===== config.mk =====
export PLATFORM = sky130hd
export DESIGN_NAME = apb_requester
export DESIGN_NICKNAME = d
export VERILOG_FILES = /design/src/rtl/apb_pkg.sv /design/src/rtl/apb_wait_timer.sv /design/src/rtl/apb_requester.sv
export SDC_FILE = /design/constraint.sdc
export NUM_CORES = 1
export LEC_CHECK = 0
export ABC_AREA = 1
export CORE_UTILIZATION = 40
export DETAILED_ROUTE_END_ITERATION = 7
export GPL_TIMING_DRIVEN = 0
export PLACE_DENSITY = 0.77
export SLEW_MARGIN = 20
export SYNTH_ARGS = -nofsm -noshare
export SYNTH_HDL_FRONTEND = slang
export SYNTH_SLANG_ARGS = --single-unit
export TNS_END_PERCENT = 10

===== constraint.sdc =====
create_clock -name clk -period 4.8 [get_ports clk]
set_clock_uncertainty 0.1 [all_clocks]
set_input_delay 0.72 -clock clk [delete_from_list [all_inputs] [get_ports clk]]
set_output_delay 0.72 -clock clk [all_outputs]
set_load 0.02 [all_outputs]

===== src/rtl/apb_pkg.sv =====
`default_nettype none
// ============================================================================
// Package  : apb_pkg
// Purpose  : Shared APB definitions: FSM state encoding, default bus widths,
//            word-alignment mask and an alignment helper. Intended to be
//            imported by both initiators and completers.
// Contents : apb_state_e, APB_ADDR_W, APB_DATA_W, APB_ALIGN_MASK,
//            apb_addr_aligned()
// Revision : 1.0 - initial release
// ============================================================================
package apb_pkg;

  localparam int APB_ADDR_W = 32;
  localparam int APB_DATA_W = 32;

  // Address LSBs that must be zero for a word-aligned transfer.
  localparam logic [1:0] APB_ALIGN_MASK = 2'b11;

  typedef enum logic [1:0] {
    IDLE   = 2'd0,
    SETUP  = 2'd1,
    ACCESS = 2'd2,
    RESP   = 2'd3
  } apb_state_e;

  function automatic logic apb_addr_aligned(input logic [1:0] addr_lsb);
    return (addr_lsb & APB_ALIGN_MASK) == 2'b00;
  endfunction

endpackage
`default_nettype wire


===== src/rtl/apb_wait_timer.sv =====
`default_nettype none
// ============================================================================
// Module   : apb_wait_timer
// Purpose  : Saturating wait-state counter. Counts enabled cycles since the
//            last clear and flags when the count has reached limit-1, i.e. the
//            current cycle is the limit-th counted cycle. A limit of zero
//            disables expiry.
// Ports    : clk, rst     - clock, asynchronous active-high reset
//            clear        - synchronous clear (wins over enable)
//            enable       - count this cycle
//            limit        - expiry threshold
//            expired      - count >= limit-1 and limit != 0
// Revision : 1.0 - initial release
// ============================================================================
module apb_wait_timer #(
  parameter int CNT_W = 9
) (
  input  logic             clk,
  input  logic             rst,
  input  logic             clear,
  input  logic             enable,
  input  logic [CNT_W-1:0] limit,
  output logic             expired
);

  logic [CNT_W-1:0] cnt_q;
  logic [CNT_W-1:0] cnt_d;

  // Saturate at all-ones so a long stall can never wrap back below the limit.
  always_comb begin
    cnt_d = cnt_q;
    if (clear) begin
      cnt_d = '0;
    end else if (enable && (cnt_q != {CNT_W{1'b1}})) begin
      cnt_d = cnt_q + 1'b1;
    end
  end

  always_ff @(posedge clk or posedge rst) begin
    if (rst) begin
      cnt_q <= '0;
    end else begin
      cnt_q <= cnt_d;
    end
  end

  assign expired = (limit != '0) && (cnt_q >= (limit - 1'b1));

endmodule
`default_nettype wire


===== src/rtl/apb_requester.sv =====
`default_nettype none
// ============================================================================
// Module   : apb_requester
// Purpose  : Single-outstanding APB3 initiator. Converts a valid/ready command
//            stream into APB transfers and returns one response per command.
//            Misaligned commands are answered with an error and never reach
//            the bus; a wait-state timeout aborts transfers to a hung completer.
// Ports    : clk, rst                       - clock, async active-high reset
//            req_valid/req_ready            - command handshake
//            req_write/req_addr/req_wdata   - command payload
//            rsp_valid/rsp_ready            - response handshake
//            rsp_rdata/rsp_err/rsp_timeout  - response payload
//            psel/penable/pwrite/paddr/pwdata - APB request
//            prdata/pready/pslverr          - APB completion
// Revision : 1.0 - initial release
// ============================================================================
module apb_requester
  import apb_pkg::*;
#(
  parameter int ADDR_W  = APB_ADDR_W,
  parameter int DATA_W  = APB_DATA_W,
  parameter int TIMEOUT = 256
) (
  input  logic              clk,
  input  logic              rst,
  input  logic              req_valid,
  output logic              req_ready,
  input  logic              req_write,
  input  logic [ADDR_W-1:0] req_addr,
  input  logic [DATA_W-1:0] req_wdata,
  output logic              rsp_valid,
  input  logic              rsp_ready,
  output logic [DATA_W-1:0] rsp_rdata,
  output logic              rsp_err,
  output logic              rsp_timeout,
  output logic              psel,
  output logic              penable,
  output logic              pwrite,
  output logic [ADDR_W-1:0] paddr,
  output logic [DATA_W-1:0] pwdata,
  input  logic [DATA_W-1:0] prdata,
  input  logic              pready,
  input  logic              pslverr
);

  // At least one bit so that TIMEOUT=0 (timeout disabled) still elaborates.
  localparam int               CNT_W         = (TIMEOUT < 1) ? 1 : $clog2(TIMEOUT + 1);
  localparam logic [CNT_W-1:0] TIMEOUT_LIMIT = CNT_W'(TIMEOUT);

  apb_state_e state_q, state_d;

  logic              req_ready_q, req_ready_d;
  logic              rsp_valid_q, rsp_valid_d;
  logic [DATA_W-1:0] rsp_rdata_q, rsp_rdata_d;
  logic              rsp_err_q, rsp_err_d;
  logic              rsp_timeout_q, rsp_timeout_d;
  logic              psel_q, psel_d;
  logic              penable_q, penable_d;
  logic              pwrite_q, pwrite_d;
  logic [ADDR_W-1:0] paddr_q, paddr_d;
  logic [DATA_W-1:0] pwdata_q, pwdata_d;

  logic accept;
  logic aligned;
  logic access_done;
  logic access_abort;
  logic timer_expired;

  assign accept       = req_valid && req_ready_q;
  assign aligned      = apb_addr_aligned(req_addr[1:0]);
  assign access_done  = (state_q == ACCESS) && pready;
  // A completing pready in the last allowed cycle wins over the abort.
  assign access_abort = (state_q == ACCESS) && !pready && timer_expired;

  // Counter is cleared during SETUP so it reads zero in the first ACCESS cycle
  // and counts only the low-pready ACCESS cycles.
  apb_wait_timer #(
    .CNT_W (CNT_W)
  ) u_wait_timer (
    .clk     (clk),
    .rst     (rst),
    .clear   (state_q == SETUP),
    .enable  ((state_q == ACCESS) && !pready),
    .limit   (TIMEOUT_LIMIT),
    .expired (timer_expired)
  );

  // --------------------------------------------------------------------------
  // State register (all outputs are registered here as well)
  // --------------------------------------------------------------------------
  always_ff @(posedge clk or posedge rst) begin
    if (rst) begin
      state_q       <= IDLE;
      req_ready_q   <= 1'b0;
      rsp_valid_q   <= 1'b0;
      rsp_rdata_q   <= '0;
      rsp_err_q     <= 1'b0;
      rsp_timeout_q <= 1'b0;
      psel_q        <= 1'b0;
      penable_q     <= 1'b0;
      pwrite_q      <= 1'b0;
      paddr_q       <= '0;
      pwdata_q      <= '0;
    end else begin
      state_q       <= state_d;
      req_ready_q   <= req_ready_d;
      rsp_valid_q   <= rsp_valid_d;
      rsp_rdata_q   <= rsp_rdata_d;
      rsp_err_q     <= rsp_err_d;
      rsp_timeout_q <= rsp_timeout_d;
      psel_q        <= psel_d;
      penable_q     <= penable_d;
      pwrite_q      <= pwrite_d;
      paddr_q       <= paddr_d;
      pwdata_q      <= pwdata_d;
    end
  end

  // --------------------------------------------------------------------------
  // Next-state logic
  // --------------------------------------------------------------------------
  always_comb begin
    state_d = state_q;
    case (state_q)
      IDLE: begin
        if (accept) begin
          state_d = aligned ? SETUP : RESP;
        end
      end
      SETUP: begin
        state_d = ACCESS;
      end
      ACCESS: begin
        if (access_done || access_abort) begin
          state_d = RESP;
        end
      end
      RESP: begin
        if (rsp_ready) begin
          state_d = IDLE;
        end
      end
      default: begin
        state_d = IDLE;
      end
    endcase
  end

  // --------------------------------------------------------------------------
  // Output logic: next values of the registered outputs, derived from the
  // upcoming state so every output lines up with the state it belongs to.
  // --------------------------------------------------------------------------
  always_comb begin
    req_ready_d   = (state_d == IDLE);
    psel_d        = (state_d == SETUP) || (state_d == ACCESS);
    penable_d     = (state_d == ACCESS);

    // The bus request fields double as the command latches; they only load
    // on an accepted aligned command and otherwise hold their last value.
    pwrite_d      = pwrite_q;
    paddr_d       = paddr_q;
    pwdata_d      = pwdata_q;

    rsp_valid_d   = rsp_valid_q;
    rsp_rdata_d   = rsp_rdata_q;
    rsp_err_d     = rsp_err_q;
    rsp_timeout_d = rsp_timeout_q;

    if (accept && aligned) begin
      pwrite_d = req_write;
      paddr_d  = req_addr;
      pwdata_d = req_write ? req_wdata : '0;
    end

    if (accept && !aligned) begin
      rsp_valid_d   = 1'b1;
      rsp_err_d     = 1'b1;
      rsp_timeout_d = 1'b0;
      rsp_rdata_d   = '0;
    end

    if (access_done) begin
      rsp_valid_d   = 1'b1;
      rsp_err_d     = pslverr;
      rsp_timeout_d = 1'b0;
      rsp_rdata_d   = (pwrite_q || pslverr) ? '0 : prdata;
    end else if (access_abort) begin
      rsp_valid_d   = 1'b1;
      rsp_err_d     = 1'b1;
      rsp_timeout_d = 1'b1;
      rsp_rdata_d   = '0;
    end

    if ((state_q == RESP) && rsp_ready) begin
      rsp_valid_d   = 1'b0;
      rsp_err_d     = 1'b0;
      rsp_timeout_d = 1'b0;
      rsp_rdata_d   = '0;
    end
  end

  assign req_ready   = req_ready_q;
  assign rsp_valid   = rsp_valid_q;
  assign rsp_rdata   = rsp_rdata_q;
  assign rsp_err     = rsp_err_q;
  assign rsp_timeout = rsp_timeout_q;
  assign psel        = psel_q;
  assign penable     = penable_q;
  assign pwrite      = pwrite_q;
  assign paddr       = paddr_q;
  assign pwdata      = pwdata_q;

endmodule
`default_nettype wire


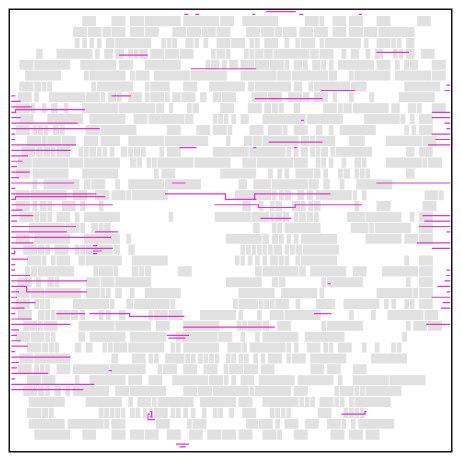
(images/met3.png)
(4 px per µm) Cells faint in the background.
share of all routed wire	6.3%
nets with wire on the layer	100
main direction	horizontal

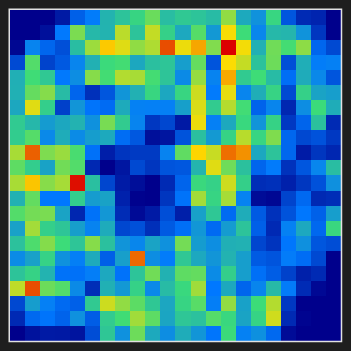
(images/wire_density.png)
(3 px per µm) The die is cut into 22 by 22 equal tiles; dark blue is low, red is high, scaled to the fullest tile. Values are wire area over tile area, all layers added.
nearly empty tiles	5.6%
mean over tiles	0.17
densest ninth of the die	top middle
emptiest ninth of the die	bottom right

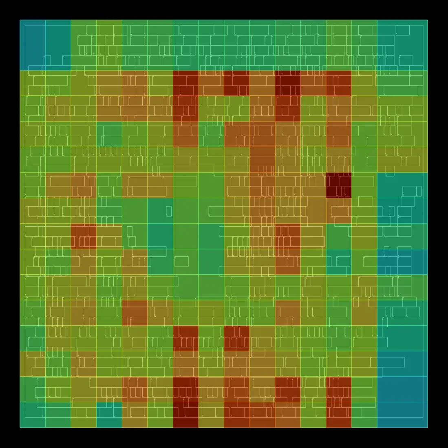
(images/final_congestion.png)
gr usage total: 22.4%
GRT met1 Usage: 26.2%

==> summary.rpt <==
FLOW METRICS REPORT
----------------------------------------------------
[STA]
  Setup-violating endpoint count in the final report ........................ 0
  Worst-case hold slack ........................ about 0.38 ns
  Minimum setup slack in the final design ........................ roughly 2.5 ns
  Transition time of the tightest slew-check pin ........................ 0.477 ns
  Final slew viol count ........................ 0
  Tightest slew margin relative to the limit ........................ between 60 and 70%
  RSZ-0062 raised after global routing ........................ no
  Setup TNS after final layout ........................ 0 ns
  Period utilization ........................ between 40% and 50%
  Max Freq ........................ roughly 440 MHz
  Time the final worst path needs with I/O delays and setup ........................ 2.26 ns
  Hold Vio Cnt, Final ........................ 0

[Logic synthesis]
  Prevailing logic family in the synthesized netlist ........................ simple AND/OR/NAND/NOR gates
  Yosys Instances ........................ around 530
  Count of mapped cells out of synthesis ........................ 533
  Register bit total from synthesis ........................ approximately 110
  Post-synth seq share ........................ 60.9%
  Library cells used by synthesis ........................ 21
  Post-synthesis cell type with the largest combined area ........................ sky130_fd_sc_hd__dfrtp_1
  Cell types with the largest area share after synthesis ........................ sky130_fd_sc_hd__dfrtp_1 (61%), sky130_fd_sc_hd__nand2_1 (20%), sky130_fd_sc_hd__nand4_1 (4.9%)
  Area share of the leading cell type in the synthesized netlist ........................ just over 60%
  Number of synthesized flops with an enable pin ........................ 0
  Yosys xor share ........................ 0%
  Mux share of post-synthesis cell area ........................ 0%
  Most frequent cells after synthesis ........................ sky130_fd_sc_hd__nand2_1 (248), sky130_fd_sc_hd__dfrtp_1 (114), sky130_fd_sc_hd__o21ai_0 (38)
  Count of warnings emitted by yosys ........................ 0
  Yosys aoi share ........................ 4.73%
  Post-Syn Area ........................ 4690 µm²
  Library cell with the highest instance count after synthesis ........................ sky130_fd_sc_hd__nand2_1
  Simple-gate portion of the synthesized area ........................ 28.3%
  Avg Synthesized Cell Area ........................ 8.79 µm²
  Syn nets ........................ 641
  Post-synthesis share of cell area spent on full adders, half adders and majority gates ........................ 1.34%
  Post-synth area from yosys stat ........................ roughly 4700 µm²
  Post-synth ARST share ........................ 100%
  Dominant synthesized flop cell ........................ sky130_fd_sc_hd__dfrtp_1

[GRT]
  Met3 demand-to-capacity share in global routing ........................ 8.29%
  Met2 Usage GRT ........................ 37.6%
  First-pass GRT wire length ........................ 20,600 µm
  GRT overflow ........................ 0
  Largest net degree at the start of global routing ........................ 83
  Peak-usage layer in the global routing report ........................ met2
  Antenna violations before repair ........................ 0
  Vias in the first global route ........................ 4,352

[Place]
  Count of input and output buffers ........................ 204
  Placer Congestion ........................ ~0.8
  Detail Placement HPWL ........................ 9690 µm
  Worst setup slack after placement ........................ approximately 2.2 ns
  Placed instance area ........................ 6940 µm²
  DP Cell Count ........................ ~880

[Die]
  Area of the core region ........................ 11,400 µm²
  Die height ........................ 110 µm
  Horizontal die dimension ........................ 110 µm
  Area of the chip ........................ approximately 12,000 µm²
  Std-Cell Rows ........................ 39
  Starting Density ........................ 41.0%
  Ports ........................ around 210

[Clocking]
  Post-cts sizing count ........................ 0
  Clock edge transition at the registers on the reported setup and hold paths ........................ 0.05 ns
  Buffers inserted during post-CTS setup optimization ........................ 0
  Worst-Skew Late Latency ........................ around 0.40 ns
  TritonCTS clock tree ........................ done
  Number of sinks driven by the clock tree ........................ 114
  Maximum number of buffers from clock root to sink ........................ 2
  Total CTS buffers ........................ 17
  Clk Tree Root Cell ........................ sky130_fd_sc_hd__clkbuf_16
  Hold_buf cts ........................ 0
  H-tree Lvls ........................ 4

[Hold path]
  Tightest Hold Check Type ........................ reg2reg
  Cell depth of the worst hold path ........................ 2
  Startpoint of the worst hold path ........................ paddr[27]
  Hold Path End ........................ paddr[27]

[Worst setup path]
  Launching element type of the critical path ........................ flop
  Number of buffers and inverters on the critical path ........................ 1
  Kind of critical path ........................ reg2out
  Critical path startpoint ........................ pwrite
  Critical Path Sink Type ........................ output pin
  CP Data Arrival Time ........................ 1.44 ns
  Crit Path Max Fanout ........................ 3
  Launch point of the worst reg-to-reg path ........................ u_wait_timer.cnt_q[0]
  Delay of the slowest critical-path stage ........................ 0.64 ns
  End of the worst register-to-register path ........................ psel
  Slowest stage cell, crit path ........................ sky130_fd_sc_hd__clkdlybuf4s50_1
  Critical path capture point ........................ pwrite
  Crit path DRT ........................ 3.98 ns
  Worst R2R Path Depth ........................ 12
  Category of cells accounting for the largest share of critical-path delay ........................ buffers and inverters
  Ordered list of cells on the worst path ........................ clkdlybuf4s50_1
  R2R Setup Slk ........................ 2.56 ns
  Number of cells on the critical path ........................ 1

[Flow run]
  Max capacitance violation total ........................ 0
  Number of warnings in the stage logs ........................ 28

[Power]
  NetSw ........................ 0.00175 W
  Group drawing the most power ........................ combinational logic
  Logic pwr share ........................ 41.9%
  Sw frac ........................ 35.5%
  Combinational logic power ........................ 0.00207 W
  Final total power ........................ 0.00494 W
  Leak ........................ between 3 and 4 nW
  Total power divided by cell area ........................ 656 nW/µm²
  Clock group ........................ 0.00124 W
  Maximum vdd drop ........................ 0.358 mV
  Sequential group share of total power ........................ between 30% and 40%
  Part of the power in the clock network ........................ between 20% and 30%
  Internal portion of total power ........................ between 0.003 and 0.004 W
  Power attributed to sequential cells ........................ about 0.0016 W

[Cells and area]
  Fraction of layout instances using a drive strength above 1 ........................ around 6.4%
  Number of antenna cells inserted ........................ 0
  Leading cell type in the layout, fill and taps excluded ........................ sky130_fd_sc_hd__nand2_1
  Final standard cell count with taps included and fillers excluded ........................ 910
  Post-Layout Inst Area ........................ 7530 µm²
  Most used cells in the layout excluding fill and tap cells ........................ sky130_fd_sc_hd__nand2_1 (248), sky130_fd_sc_hd__clkdlybuf4s50_1 (204), sky130_fd_sc_hd__dfrtp_1 (114)
  Final core area utilization ........................ roughly 66%
  Layout Area Growth over Synthesis ........................ 60.6%
  Net count of the finished layout ........................ 865

[Detailed routing]
  Total via count after detailed routing ........................ 4,431
  Post-DR wirelength/cell ........................ 14.2 µm
  Antenna violation net count after detailed routing ........................ 0
  DRC violations left ........................ 0
  Post-DR vias/cell ........................ 4.87
  DRT Wirelength ........................ 12,900 µm
  Number of violations reported at the end of detailed-routing iteration 0 ........................ 212
  Detailed-router iteration count before antenna repair ........................ 4

[Run status]
  Status ........................ completed

----------------------------------------------------
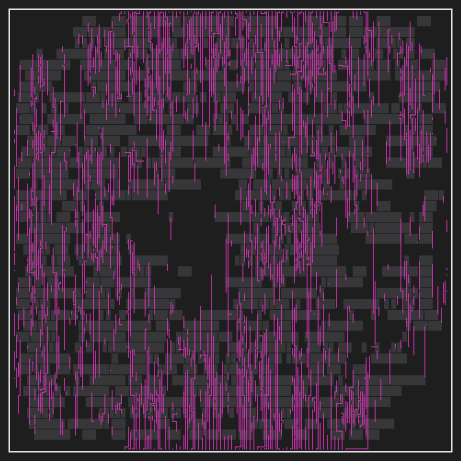
(images/met2.png)
(4 px per µm) Cells faint in the background.
nets with wire on the layer	721
wire length on this layer	6,540 µm

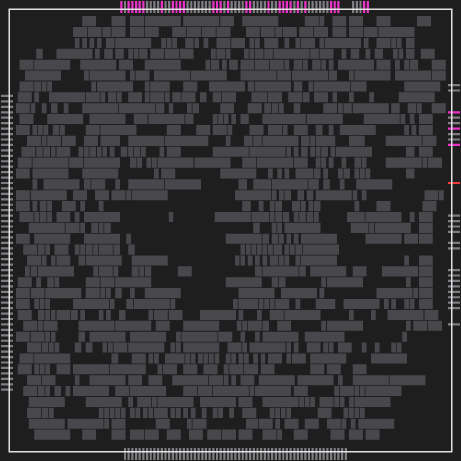
(images/pins.png)
(4 px per µm) Pins as bars across the die edge, other pins in gray.
color	port	pins	direction	edge
magenta	`prdata`	32	input	29 top, 3 right
red	`pready`	1	input	right

-- tightest hold or removal path: stages (launching register included) --
cell and delay [ns]:
sky130_fd_sc_hd__dfrtp_1 0.33, sky130_fd_sc_hd__nand2_1 0.05, sky130_fd_sc_hd__nand2_1 0.06
-- routing by layer --
metal  wire length (µm)  vias up
met5                  0        -
met4                330        0
met3                815       25
met2               6540      139
met1               5200     2104
li1                   -     2163
-- cell type report --
class | instances | area [µm²]
inverters | 21 | 83.8
fillers | 953 | 3890
multi-input cells | 367 | 1610
plain buffers | 31 | 146
well taps | 143 | 179
clock buffers | 24 | 512
flip-flops and latches | 114 | 2850
repair buffers | 205 | 2070
clock inverters | 5 | 75.1
No activity file was given, so power comes from the tool's default toggle rates.
